**config.mk**
```make
export PLATFORM = sky130hd
export DESIGN_NAME = packet_fifo
export DESIGN_NICKNAME = d
export VERILOG_FILES = /design/src/rtl/packet_fifo.sv
export SDC_FILE = /design/constraint.sdc
export NUM_CORES = 1
export LEC_CHECK = 0
export CELL_PAD_IN_SITES_DETAIL_PLACEMENT = 1
export CELL_PAD_IN_SITES_GLOBAL_PLACEMENT = 2
export CORE_ASPECT_RATIO = 1.25
export CORE_MARGIN = 3
export CORE_UTILIZATION = 45
export CTS_CLUSTER_DIAMETER = 60
export DETAILED_ROUTE_END_ITERATION = 6
export PLACE_DENSITY_LB_ADDON = 0.1
export SLEW_MARGIN = 15
export SYNTH_ARGS = -nofsm -noshare
export SYNTH_HDL_FRONTEND = slang
export SYNTH_SLANG_ARGS = --single-unit
```
**constraint.sdc**
```tcl
create_clock -name sysClk -period 5.24 [get_ports sysClk]
set_clock_uncertainty 0.2 [all_clocks]
set_input_delay 1.048 -clock sysClk [delete_from_list [all_inputs] [get_ports sysClk]]
set_output_delay 1.048 -clock sysClk [all_outputs]
set_load 0.005 [all_outputs]
```
**src/rtl/packet_fifo.sv**
```systemverilog
// Packet FIFO: beats are stored speculatively and become visible at the output only once
// their packet's last beat is written; an abort rewinds the write pointer to the last commit.
module packet_fifo #(
    parameter int WIDTH     = 8,
    parameter int DEPTH     = 4,
    parameter int CHUNK_IN  = 4,
    parameter int CHUNK_OUT = 4
) (
    input  logic             sysClk,
    input  logic             reset,
    output logic [DEPTH:0]   depth,
    output logic [DEPTH:0]   pktCount,
    input  logic [WIDTH-1:0] iData,
    input  logic             iLast,
    input  logic             iAbort,
    input  logic             iValid,
    output logic             iReady,
    output logic             iReadyChunk,
    output logic [WIDTH-1:0] oData,
    output logic             oLast,
    output logic             oValid,
    output logic             oValidChunk,
    input  logic             oReady
);
    localparam int N = 2 ** DEPTH;
    localparam logic [DEPTH:0] FULL        = {1'b1, {DEPTH{1'b0}}};
    localparam logic [DEPTH:0] CHUNK_IN_W  = (DEPTH + 1)'(CHUNK_IN);
    localparam logic [DEPTH:0] CHUNK_OUT_W = (DEPTH + 1)'(CHUNK_OUT);

    logic [DEPTH:0] wr_spec_reg;
    logic [DEPTH:0] wr_commit_reg;
    logic [DEPTH:0] rd_reg;
    logic [DEPTH:0] pkt_count_reg;
    logic [DEPTH:0] pkt_count_next;
    logic [DEPTH:0] spec_count;
    logic [DEPTH:0] free_count;
    logic [WIDTH:0] entry_q [N];

    logic write_en;
    logic commit_en;
    logic abort_en;
    logic read_en;
    logic pop_last;

    // Pointers carry one extra MSB so full and empty are distinguishable after wrap.
    assign spec_count = wr_spec_reg - rd_reg;
    assign depth      = wr_commit_reg - rd_reg;
    assign free_count = FULL - spec_count;
    assign pktCount   = pkt_count_reg;

    assign iReady      = (spec_count != FULL);
    assign iReadyChunk = (free_count >= CHUNK_IN_W);
    assign oValid      = (depth != '0);
    assign oValidChunk = (depth >= CHUNK_OUT_W);

    assign {oLast, oData} = entry_q[rd_reg[DEPTH-1:0]];

    assign write_en  = iValid && iReady && !iAbort;
    assign commit_en = write_en && iLast;
    assign abort_en  = iValid && iAbort;
    assign read_en   = oValid && oReady;
    assign pop_last  = read_en && oLast;

    genvar gi;
    generate
        for (gi = 0; gi < N; gi++) begin : g_entry
            logic [WIDTH:0] entry_reg;
            always_ff @(posedge sysClk) begin
                if (write_en && (wr_spec_reg[DEPTH-1:0] == DEPTH'(gi))) begin
                    entry_reg <= {iLast, iData};
                end
            end
            assign entry_q[gi] = entry_reg;
        end
    endgenerate

    always_comb begin
        pkt_count_next = pkt_count_reg;
        case ({commit_en, pop_last})
            2'b10:   pkt_count_next = pkt_count_reg + 1'b1;
            2'b01:   pkt_count_next = pkt_count_reg - 1'b1;
            default: pkt_count_next = pkt_count_reg;
        endcase
    end

    always_ff @(posedge sysClk or posedge reset) begin
        if (reset) begin
            wr_spec_reg   <= '0;
            wr_commit_reg <= '0;
            rd_reg        <= '0;
            pkt_count_reg <= '0;
        end else begin
            if (abort_en) begin
                wr_spec_reg <= wr_commit_reg;
            end else if (write_en) begin
                wr_spec_reg <= wr_spec_reg + 1'b1;
                if (iLast) begin
                    wr_commit_reg <= wr_spec_reg + 1'b1;
                end
            end
            if (read_en) begin
                rd_reg <= rd_reg + 1'b1;
            end
            pkt_count_reg <= pkt_count_next;
        end
    end
endmodule
```
==> run_1/wires.png <==
Two of the layers only.
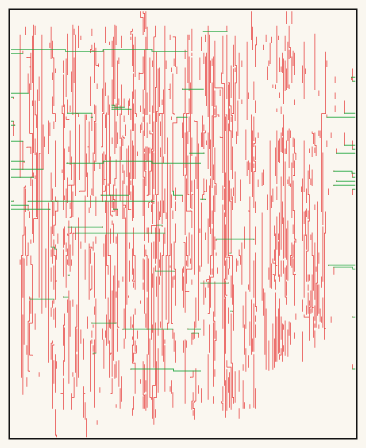
green -> metal 3  # wire length 479 um
red -> metal 2  # wire length 8520 um

==> run_1/detail.png <==
Bar = 10 um. Region (44, 58) to (74, 88) um. Cells in gray, sequential cells in the stronger gray; small squares are vias.
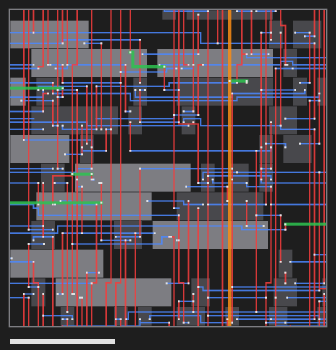
green -> metal 3
red -> metal 2
orange -> metal 4
blue -> metal 1
most frequent = nor2_1 (10), edfxtp_1 (9)
cells with their middle in the window = 40
netlist names of flops here include = g_entry.entry_reg (9)
sequential cells in the window = 9

==> Table 3: Implementation characteristics, run 1 <==
Characteristics after synthesis and place and route

Parameter                              Value

Power and ir drop
  Clock group power .................. roughly 1.2 mW
  Seq pwr .................. 1.68 mW
  Fraction of power spent switching nets .................. 0.3327
  Group drawing the most power .................. combinational cells
  Combinational power .................. about 1.9 mW
  Tot Pwr .................. around 4.9 mW
  Switching power of the nets .................. 1.615 mW
  Proportion of power drawn by combinational gates .................. 0.400
  Worst vdd ir .................. approximately 0.35 mV
  Reg power frac .................. 0.347
  Internal power consumption .................. approximately 3.2 mW
  Fraction of power consumed by the clock network .................. 0.253
  Total power divided by cell area .................. between 500 and 600 nW/um^2
  Leak pwr .................. roughly 2.9 nW

Floorplan
  Horiz. Die Dim .................. roughly 120 um
  Die extent in y .................. between 100 and 150 um
  Number of I/O pins .................. 37
  Total die area .................. approximately 17000 um^2
  Well tap count .................. between 200 and 250
  Starting density of the core .................. 0.4637
  Core area .................. 15140 um^2
  Row count .................. roughly 50

Global route
  Initial antenna violation count .................. 1
  Remaining global-route overflow .................. 0
  Via count of the first global-routing pass .................. 4261
  Total GRT Usage .................. 0.1991
  Most used routing layer in global routing .................. met2
  GRT met2 Usage .................. 0.3508
  Routing usage on met1 .................. 0.2480
  Maximum number of pins on one net before global-route repair .................. around 40
  Met3 Track Usage GR .................. 0.04005
  First-pass GRT wire length .................. between 20000 and 30000 um

CTS
  Maximum buffer depth of the clock tree .................. 2
  Resized cells post-CTS .................. 0
  Clock-pin slew on the worst setup and hold paths .................. roughly 0.060 ns
  Clock root buffer .................. sky130_fd_sc_hd__clkbuf_16
  TritonCTS clock tree .................. built
  Total CTS buffers .................. 17
  Number of hold buffers added after CTS .................. 0
  H-tree levels .................. 4
  Number of buffers inserted to repair setup after CTS .................. 0

Timing
  Slew at the pin closest to its max-slew limit .................. 1.018 ns
  Final slew viol count .................. 0
  Final count of hold timing violations .................. 0
  Post-layout period usage of the worst path .................. 0.8933
  RSZ-0062 raised after global routing .................. false
  Count of final setup violators .................. 0
  F_max .................. around 210 MHz
  Worst rel slew slack .................. 0.3187
  Worst hold slack after final layout .................. 0.2622 ns
  Post-Route Setup TNS .................. 0 ns
  Clock period minus worst slack .................. ~4.7 ns

Layout
  Core occupancy in the finished layout .................. 0.5434
  Non-filler instance count after layout .................. about 690
  Plain + repair buffers .................. 48
  Clock buffer cells .................. 18
  Total of fill cells in the finished design .................. 1424
  Ant. Diodes .................. 0
  Top cell category .................. flip-flops and latches
  Flop Count .................. between 150 and 200
  Proportion of cell area spent on the clock network .................. 0.07057
  Number of multi-input logic gates .................. between 200 and 250
  Growth of design area from synthesis to finish .................. 17.18%
  Post-layout net count .................. 505
  Combinational share of cell area .................. 0.2500
  Fraction of layout instances using a drive strength above 1 .................. 0.1739
  Inverters .................. 14
  Multi-input gate area in the final layout .................. between 2000 and 2500 um^2
  Sequential cell area .................. 4826 um^2
  Share of final layout cell area taken by non-clock buffers .................. 0.05475
  Top cell excl fill/tap .................. sky130_fd_sc_hd__edfxtp_1
  Register fraction of the total cell area .................. 0.5866
  Design area .................. 8227 um^2

Place
  HPWL after detailed placement .................. 10380 um
  Worst-case setup slack after placement .................. around 0.62 ns
  Placer congestion estimate .................. between 0.7 and 0.8
  Number of buffers inserted by port buffering .................. 36
  Total instance count after detailed placement .................. between 600 and 700
  Placed cell area .................. approximately 7600 um^2

Worst setup path
  Worst reg2reg path depth .................. 15
  Start point of the critical path .................. rd_reg[3]
  Number of buffers and inverters on the critical path .................. 2
  Critical path class .................. reg -> out
  Worst path depth .................. 6
  Ordered list of cells on the worst path .................. inv_1, ha_1, or3_1, a2111o_1, or2_2, clkdlybuf4s50_1
  R2r endpoint .................. pktCount[4]
  Endpoint of the most critical setup path .................. oValid
  Slowest cell on the critical path .................. sky130_fd_sc_hd__dfrtp_1
  Worst Path Max Fanout .................. 12
  Largest delay contributor family on the critical path .................. buffers and inverters
  Arrival time at the worst endpoint .................. about 3.4 ns
  Type of element launching the critical path .................. flop
  Start of the worst register-to-register path .................. rd_reg[3]
  Crit end category .................. output port
  Required time reported for the critical path endpoint .................. around 4 ns
  R2R setup slack .................. ~0.66 ns
  Delay of the slowest critical-path stage .................. 0.60 ns

Synthesis
  Simple-Gate Area Share .................. 0.06380
  Number of warnings printed during yosys synthesis .................. 0
  Area share of the largest cell type after synthesis .................. 0.6159
  Count of library flops with an enable pin .................. approximately 140
  Share of the synthesized netlist area taken by xor and xnor gates .................. 0.02121
  Distinct cells, synth .................. 41
  Avg Cell Area, Syn .................. roughly 17 um^2
  Top cell type by total area after synthesis .................. sky130_fd_sc_hd__edfxtp_1
  Chip area line of the yosys report .................. about 7000 um^2
  Synthesized-area fraction occupied by adder cells .................. 0.04063
  Area of the mapped netlist .................. between 7000 and 8000 um^2
  Share of synthesized registers carrying an async set or reset .................. 0.1220
  Biggest area contributors in the synthesized netlist .................. sky130_fd_sc_hd__edfxtp_1 (62%), sky130_fd_sc_hd__mux4_2 (12%), sky130_fd_sc_hd__dfrtp_1 (7.1%)
  Post-synthesis mux area share .................. 0.1203
  Seq share, synth .................. 0.6872
  Cell count after synthesis .................. between 400 and 500
  Yosys aoi share .................. 0.04705
  Ys flops .................. 164
  Net count of the mapped netlist .................. approximately 460
  Flip-flop cell with the highest count after synthesis .................. sky130_fd_sc_hd__edfxtp_1
  Number of cells in Yosys stat .................. approximately 420
  Top logic family .................. multiplexers

Drt
  Total wire length .................. 16090 um
  Via count .................. 3868
  Remaining DRCs .................. 0
  Routed length per instance .................. 23.28 um
  Pre-Repair DR Iteration Count .................. 4
  Detail-routed via count per cell .................. ~5.6
  Routed length on met1 .................. around 6900 um
  Routed met2 length .................. 8520 um
  Number of nets still failing antenna checks after routing .................. 0
  First DRT Iteration DRCs .................. ~320
  Topmost layer with routed signal wires .................. met4
  Met3 Wirelength .................. 479 um

Flow run
  Maximum Capacitance Violations .................. 0
  Number of logged tool warnings .................. 29

Hold path
  Class of the worst hold path .................. reg -> reg
  Worst Hold Path EP .................. pktCount[4]
  Critical hold path startpoint .................. pktCount[4]
  Min-Delay Path Depth .................. 1

Status
  Result of the run .................. completed
==> run_1/clocks.png <==
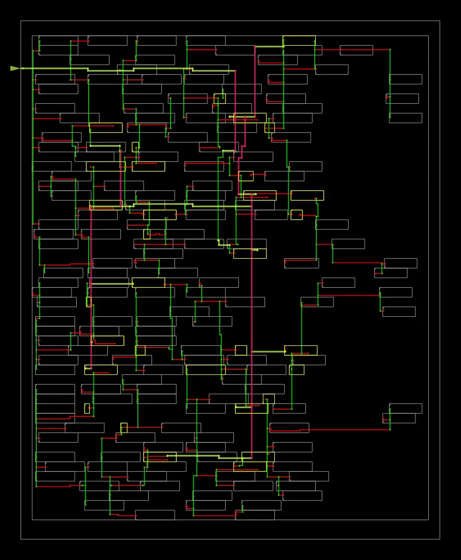
Clock Sinks: 164
clk_lat worst skew: 0.42 ns

==> run 1: Yosys cell counts, types with 9 or more instances <==
library cell	n
sky130_fd_sc_hd__mux4_2	36
sky130_fd_sc_hd__xnor2_1	10
sky130_fd_sc_hd__nand2_1	47
sky130_fd_sc_hd__ha_1	18
sky130_fd_sc_hd__nor2_1	20
sky130_fd_sc_hd__edfxtp_1	144
sky130_fd_sc_hd__inv_1	13
sky130_fd_sc_hd__o21ai_0	11
sky130_fd_sc_hd__a21oi_1	9
sky130_fd_sc_hd__a31oi_1	9
sky130_fd_sc_hd__clkbuf_1	10
sky130_fd_sc_hd__and3_1	11
sky130_fd_sc_hd__dfrtp_1	20
--- run 2 (diff from run 1) ---
--- a/config.mk
+++ b/config.mk
@@ -13,6 +13,7 @@
 export CTS_CLUSTER_DIAMETER = 60
 export DETAILED_ROUTE_END_ITERATION = 6
 export PLACE_DENSITY_LB_ADDON = 0.1
+export REMOVE_ABC_BUFFERS = 1
 export SLEW_MARGIN = 15
 export SYNTH_ARGS = -nofsm -noshare
 export SYNTH_HDL_FRONTEND = slang
==> run_2/wires.png <==
Two of the layers only.
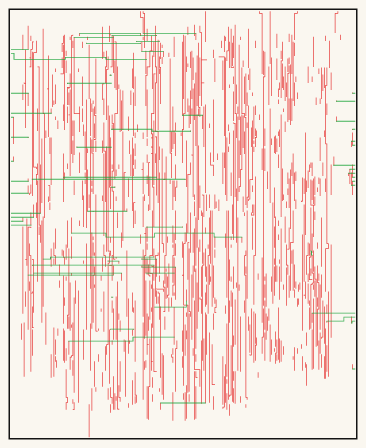
green -> metal 3  # wire length 756 um
red -> metal 2  # wire length 8440 um

==> run 2 against run 1 <==
Against the previous run:
- synthesized cell count is the same
- register-to-register slack gained 0.12 ns
- global-route usage shrank 0.38 points
- core utilization shrank 0.058 points
- total power shrank 1.1%
- synthesized area is the same
- sequential share of layout area grew 0.063 points
- die area is the same
==> Table 3: Implementation characteristics, run 2 <==
Characteristics after synthesis and place and route

Parameter                              Value

Hold path
  Class of the worst hold path .................. reg -> reg (unchanged)
  Critical hold path startpoint .................. pktCount[4] (unchanged)
  Worst Hold Path EP .................. pktCount[4] (unchanged)

Place
  Placed cell area .................. 7661 um^2 (was 7646 um^2)
  HPWL after detailed placement .................. 10170 um (was 10380 um)
  Worst-case setup slack after placement .................. 0.7470 ns (was 0.6213 ns)
  Number of buffers inserted by port buffering .................. 36 (unchanged)

Synthesis
  Synthesized-area fraction occupied by adder cells .................. 0.04063 (unchanged)
  Avg Cell Area, Syn .................. 16.64 um^2 (unchanged)
  Ys flops .................. 164 (unchanged)
  Distinct cells, synth .................. 41 (unchanged)
  Area of the mapped netlist .................. 7020 um^2 (unchanged)
  Post-synthesis mux area share .................. 0.1203 (unchanged)
  Top logic family .................. multiplexers (unchanged)
  Simple-Gate Area Share .................. 0.06380 (unchanged)
  Count of library flops with an enable pin .................. 144 (unchanged)
  Most frequent cells after synthesis .................. sky130_fd_sc_hd__edfxtp_1 (144), sky130_fd_sc_hd__nand2_1 (47), sky130_fd_sc_hd__mux4_2 (36) (unchanged)
  Number of cells in Yosys stat .................. 422 (unchanged)
  Number of warnings printed during yosys synthesis .................. 0 (unchanged)
  Area share of the largest cell type after synthesis .................. 0.6159 (unchanged)
  Share of synthesized registers carrying an async set or reset .................. 0.1220 (unchanged)

Power and ir drop
  Worst vdd ir .................. 0.2395 mV (was 0.3541 mV)
  Total power divided by cell area .................. 584.3 nW/um^2 (was 590.1 nW/um^2)
  Tot Pwr .................. 4.802 mW (was 4.854 mW)

Timing
  Count of final setup violators .................. 0 (unchanged)
  Post-layout period usage of the worst path .................. 0.8903 (was 0.8933)
  Final count of hold timing violations .................. 0 (unchanged)
  Worst hold slack after final layout .................. 0.2699 ns (was 0.2622 ns)
  Worst rel slew slack .................. 0.3129 (was 0.3187)
  RSZ-0062 raised after global routing .................. false (unchanged)
  Clock period minus worst slack .................. 4.665 ns (was 4.681 ns)
  Slew at the pin closest to its max-slew limit .................. 1.027 ns (was 1.018 ns)
  F_max .................. 214.4 MHz (was 213.6 MHz)
  Post-Route Setup TNS .................. 0 ns (unchanged)

Layout
  Inverters .................. 14 (unchanged)
  Register fraction of the total cell area .................. 0.5872 (was 0.5866)
  Multi-input gate area in the final layout .................. 2057 um^2 (unchanged)
  Core occupancy in the finished layout .................. 0.5428 (was 0.5434)
  Top cell excl fill/tap .................. sky130_fd_sc_hd__edfxtp_1 (unchanged)
  Total of fill cells in the finished design .................. 1439 (was 1424)
  Non-filler instance count after layout .................. 692 (was 691)
  Sequential cell area .................. 4826 um^2 (unchanged)
  Combinational share of cell area .................. 0.2503 (was 0.2500)
  Growth of design area from synthesis to finish .................. 17.06% (was 17.18%)
  Flop Count .................. 164 (unchanged)
  Top cell category .................. flip-flops and latches (unchanged)

Status
  Result of the run .................. completed (unchanged)

Worst setup path
  Delay of the slowest critical-path stage .................. 0.53 ns (was 0.60 ns)
  Worst path depth .................. 7 (was 6)
  Ordered list of cells on the worst path .................. inv_1, ha_1, and3b_1, or3_1, a2111o_1, or2_2, clkdlybuf4s50_1 (was inv_1, ha_1, or3_1, a2111o_1, or2_2, clkdlybuf4s50_1)
  Endpoint of the most critical setup path .................. oValid (unchanged)
  Largest delay contributor family on the critical path .................. simple AND/OR/NAND/NOR gates (was buffers and inverters)
  Worst reg2reg path depth .................. 16 (was 15)

Global route
  Via count of the first global-routing pass .................. 4221 (was 4261)
  GRT met2 Usage .................. 0.3505 (was 0.3508)
  Total GRT Usage .................. 0.1953 (was 0.1991)
  Routing usage on met1 .................. 0.2373 (was 0.2480)
  Maximum number of pins on one net before global-route repair .................. 40 (unchanged)
  Most used routing layer in global routing .................. met2 (unchanged)
  Initial antenna violation count .................. 0 (was 1)

Drt
  Pre-Repair DR Iteration Count .................. 4 (unchanged)
  Detail-routed via count per cell .................. 5.470 (was 5.598)
  Via count .................. 3785 (was 3868)
  Number of nets still failing antenna checks after routing .................. 0 (unchanged)
  Topmost layer with routed signal wires .................. met4 (unchanged)
  Routed length per instance .................. 22.54 um (was 23.28 um)

Floorplan
  Starting density of the core .................. 0.4637 (unchanged)
  Core area .................. 15140 um^2 (unchanged)
  Number of I/O pins .................. 37 (unchanged)
  Row count .................. 50 (unchanged)

CTS
  Number of hold buffers added after CTS .................. 0 (unchanged)
  Clock Sinks .................. 164 (unchanged)
  Total CTS buffers .................. 17 (unchanged)
  Clock root buffer .................. sky130_fd_sc_hd__clkbuf_16 (unchanged)

Flow run
  Maximum Capacitance Violations .................. 0 (unchanged)
==> run_2/layer_met4.png <==
Supply wires on this layer in gray.
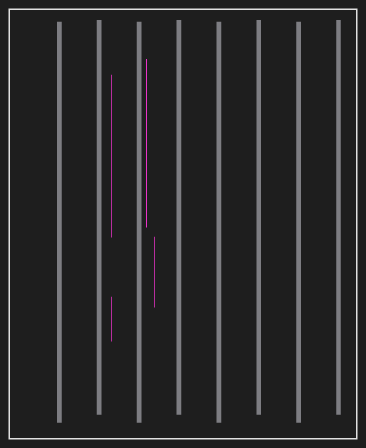
nets with wire on the layer = 2
main direction = vertical
longest straight run = 57.1 um
share of all routed wire = 0.97%

[run 2: cell types whose count changed in the layout (fill, tap and decap cells not counted), sizes merged]
cell	delta
buf	+2
bufinv	-1
clkinv	-2
clkinvlp	+3
inv	-1
[run 2: where the power goes]
part | internal (mW) | switching, mW | total (mW) | leakage [nW]
combinational | 0.983 | 0.970 | 1.95 | 1.06
clock | 0.658 | 0.517 | 1.18 | 0.257
sequential | 1.55 | 0.119 | 1.67 | 1.53
[run 2: worst reg2reg max path: cells and delay by family (launching register included)]
family / cells / cell delay, ns
xor+xnor: 2 / 0.30
flops: 1 / 0.38
simple gates: 3 / 0.75
compound gates: 5 / 0.91
buf+inv: 2 / 0.44
fa+ha+maj: 4 / 1.35
--- run 3 (diff from run 2) ---
==> constraint.sdc (replaced) <==
create_clock -name sysClk -period 5.24 [get_ports sysClk]
set_clock_uncertainty 0.2 [all_clocks]
set_input_delay 1.048 -clock sysClk [delete_from_list [all_inputs] [get_ports sysClk]]
set_output_delay 1.048 -clock sysClk [all_outputs]
set_load 0.02 [all_outputs]
==> run_3/detail.png <==
Bar = 10 um. Region (44, 58) to (74, 88) um. Cells in gray, sequential cells in the stronger gray; small squares are vias.
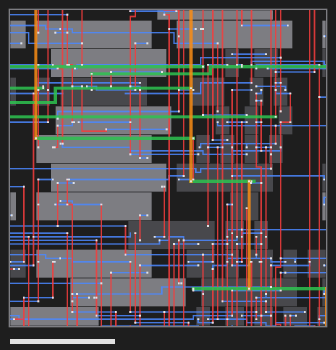
red -> metal 2
green -> metal 3
orange -> metal 4
blue -> metal 1
cells with their middle in the window = 40
most frequent = nor2_1 (12), edfxtp_1 (10), nand2_1 (4)
sequential cells in the window = 10
netlist names of flops here include = g_entry.entry_reg (10)

==> run 3 against run 2 <==
Against the previous run:
- count of clock-buffer cells in the layout decreased by 1
- via count increased by 0.18%
- clock power about the same
- first-iteration DRC count decreased by 16%
- critical path depth unchanged
- worst hold slack improved by 0.0036 ns
- sequential power about the same
- non-clock buffer count decreased by 4
- total power increased by 4.2%
- largest power group unchanged
==> Table 3: Implementation characteristics, run 3 <==
Characteristics after synthesis and place and route

Parameter                              Value

Status
  Result of the run .................. completed (unchanged)

Global route
  Total GRT Usage .................. 0.1918 (was 0.1953)
  Maximum number of pins on one net before global-route repair .................. 40 (unchanged)
  Initial antenna violation count .................. 0 (unchanged)
  Via count of the first global-routing pass .................. 4184 (was 4221)
  Routing usage on met1 .................. 0.2353 (was 0.2373)
  GRT met2 Usage .................. 0.3355 (was 0.3505)
  Most used routing layer in global routing .................. met2 (unchanged)

Drt
  Topmost layer with routed signal wires .................. met4 (unchanged)
  First DRT Iteration DRCs .................. 269 (was 321)
  Routed length on met1 .................. 6316 um (was 6252 um)
  Routed length per instance .................. 22.43 um (was 22.54 um)
  Pre-Repair DR Iteration Count .................. 4 (unchanged)
  Number of nets still failing antenna checks after routing .................. 0 (unchanged)
  Via count .................. 3792 (was 3785)
  Met3 Wirelength .................. 713 um (was 756 um)
  Routed met2 length .................. 8197 um (was 8438 um)

Hold path
  Worst Hold Path EP .................. pktCount[4] (unchanged)
  Min-Delay Path Depth .................. 1 (unchanged)
  Critical hold path startpoint .................. pktCount[4] (unchanged)
  Class of the worst hold path .................. reg -> reg (unchanged)

Place
  HPWL after detailed placement .................. 9961 um (was 10170 um)

Timing
  Clock period minus worst slack .................. 4.729 ns (was 4.665 ns)
  RSZ-0062 raised after global routing .................. false (unchanged)
  Final slew viol count .................. 0 (unchanged)
  Count of final setup violators .................. 0 (unchanged)
  F_max .................. 211.5 MHz (was 214.4 MHz)
  Final count of hold timing violations .................. 0 (unchanged)
  Slew at the pin closest to its max-slew limit .................. 1.096 ns (was 1.027 ns)
  Post-Route Setup TNS .................. 0 ns (unchanged)
  Post-layout period usage of the worst path .................. 0.9025 (was 0.8903)

Power and ir drop
  Reg power frac .................. 0.337 (was 0.349)
  Fraction of power spent switching nets .................. 0.3602 (was 0.3346)
  Internal power consumption .................. 3.202 mW (was 3.195 mW)
  Total power divided by cell area .................. 610.2 nW/um^2 (was 584.3 nW/um^2)
  Worst vdd ir .................. 0.3192 mV (was 0.2395 mV)
  Combinational power .................. 2.12 mW (was 1.95 mW)
  Seq pwr .................. 1.69 mW (was 1.67 mW)
  Clock group power .................. 1.20 mW (was 1.18 mW)
  Fraction of power consumed by the clock network .................. 0.239 (was 0.245)
  Tot Pwr .................. 5.005 mW (was 4.802 mW)
  Switching power of the nets .................. 1.803 mW (was 1.607 mW)
  Leak pwr .................. 2.854 nW (was 2.850 nW)

Worst setup path
  Ordered list of cells on the worst path .................. inv_1, buf_4, ha_1, or3_1, a2111o_1, or2_2, clkdlybuf4s50_1 (was inv_1, ha_1, and3b_1, or3_1, a2111o_1, or2_2, clkdlybuf4s50_1)
  Crit end category .................. output port (unchanged)
  Type of element launching the critical path .................. flop (unchanged)
  Arrival time at the worst endpoint .................. 3.48 ns (was 3.42 ns)
  Slowest cell on the critical path .................. sky130_fd_sc_hd__dfrtp_1 (was sky130_fd_sc_hd__a2111o_1)
  Worst path depth .................. 7 (unchanged)
  Start of the worst register-to-register path .................. rd_reg[2] (unchanged)
  Number of buffers and inverters on the critical path .................. 3 (was 2)
  Endpoint of the most critical setup path .................. oValid (unchanged)
  Start point of the critical path .................. rd_reg[3] (was rd_reg[2])
  Delay of the slowest critical-path stage .................. 0.64 ns (was 0.53 ns)
  R2R setup slack .................. 0.79 ns (was 0.78 ns)
  Worst reg2reg path depth .................. 16 (unchanged)
  R2r endpoint .................. pktCount[4] (unchanged)
  Required time reported for the critical path endpoint .................. 3.99 ns (about the same)
  Worst Path Max Fanout .................. 11 (was 12)

Floorplan
  Starting density of the core .................. 0.4637 (unchanged)
  Die extent in y .................. 145.6 um (unchanged)
  Number of I/O pins .................. 37 (unchanged)
  Total die area .................. 17140 um^2 (unchanged)
  Horiz. Die Dim .................. 117.7 um (unchanged)

CTS
  TritonCTS clock tree .................. built (unchanged)
  Resized cells post-CTS .................. 0 (unchanged)
  H-tree levels .................. 4 (unchanged)
  Total CTS buffers .................. 17 (unchanged)
  Maximum buffer depth of the clock tree .................. 2 (unchanged)
  Clk_lat worst skew .................. 0.43 ns (about the same)
  Clock root buffer .................. sky130_fd_sc_hd__clkbuf_16 (unchanged)
  Clock-pin slew on the worst setup and hold paths .................. 0.07 ns (about the same)
  Clock Sinks .................. 164 (unchanged)

Synthesis
  Seq share, synth .................. 0.6872 (unchanged)
  Cell count after synthesis .................. 422 (unchanged)
  Share of synthesized registers carrying an async set or reset .................. 0.1220 (unchanged)
  Avg Cell Area, Syn .................. 16.64 um^2 (unchanged)
  Flip-flop cell with the highest count after synthesis .................. sky130_fd_sc_hd__edfxtp_1 (unchanged)
  Biggest area contributors in the synthesized netlist .................. sky130_fd_sc_hd__edfxtp_1 (62%), sky130_fd_sc_hd__mux4_2 (12%), sky130_fd_sc_hd__dfrtp_1 (7.1%) (unchanged)
  Number of cells in Yosys stat .................. 422 (unchanged)
  Area of the mapped netlist .................. 7020 um^2 (unchanged)
  Most frequently used cell type in the post-synthesis netlist .................. sky130_fd_sc_hd__edfxtp_1 (unchanged)
  Chip area line of the yosys report .................. 7020 um^2 (unchanged)
  Area share of the largest cell type after synthesis .................. 0.6159 (unchanged)
  Top cell type by total area after synthesis .................. sky130_fd_sc_hd__edfxtp_1 (unchanged)
  Distinct cells, synth .................. 41 (unchanged)

Layout
  Post-layout net count .................. 503 (was 507)
  Top cell excl fill/tap .................. sky130_fd_sc_hd__edfxtp_1 (unchanged)
  Growth of design area from synthesis to finish .................. 16.84% (was 17.06%)
  Ant. Diodes .................. 0 (unchanged)

Flow run
  Number of logged tool warnings .................. 28 (unchanged)
  Maximum Capacitance Violations .................. 0 (unchanged)
==> run_3/layer_met1.png <==
Supply wires on this layer in gray.
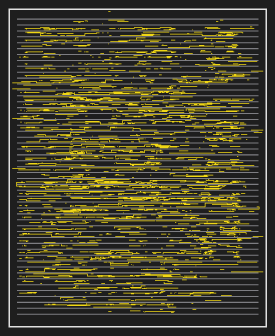
share of all routed wire = 41%
main direction = horizontal
longest straight run = 45.1 um

[run 3: kinds of logic after synthesis]
group,synth area share
flip-flops,0.6872
AND/OR/NAND/NOR,0.06380
AND-OR/OR-AND,0.04705
multiplexers,0.1203
buffers and inverters,0.01978
adder cells (fa/ha/maj),0.04064
XOR/XNOR,0.02121
[run 3: layout make-up]
type	count	area, um^2
fill	1423	6937
sequential	164	4826
multi-input combinational	225	2057
timing repair buffer	46	435.4
clock buffer	17	425.4
tap	208	260.3
clock inverter	15	146.4
inverter	14	52.55
[run 3: stage by stage]
stage	cell area (um^2)	utilization	instances	hold WS [ns]
floorplan	6934	-	403	0.3033
global placement	7631	0.5041	657	0.2593
detailed placement	7631	0.5041	657	0.2654
CTS	8203	0.5418	689	0.2747
global route	8203	0.5418	689	0.3195
finish	8203	0.5418	689	0.2735
No activity file was given, so power comes from the tool's default toggle rates.
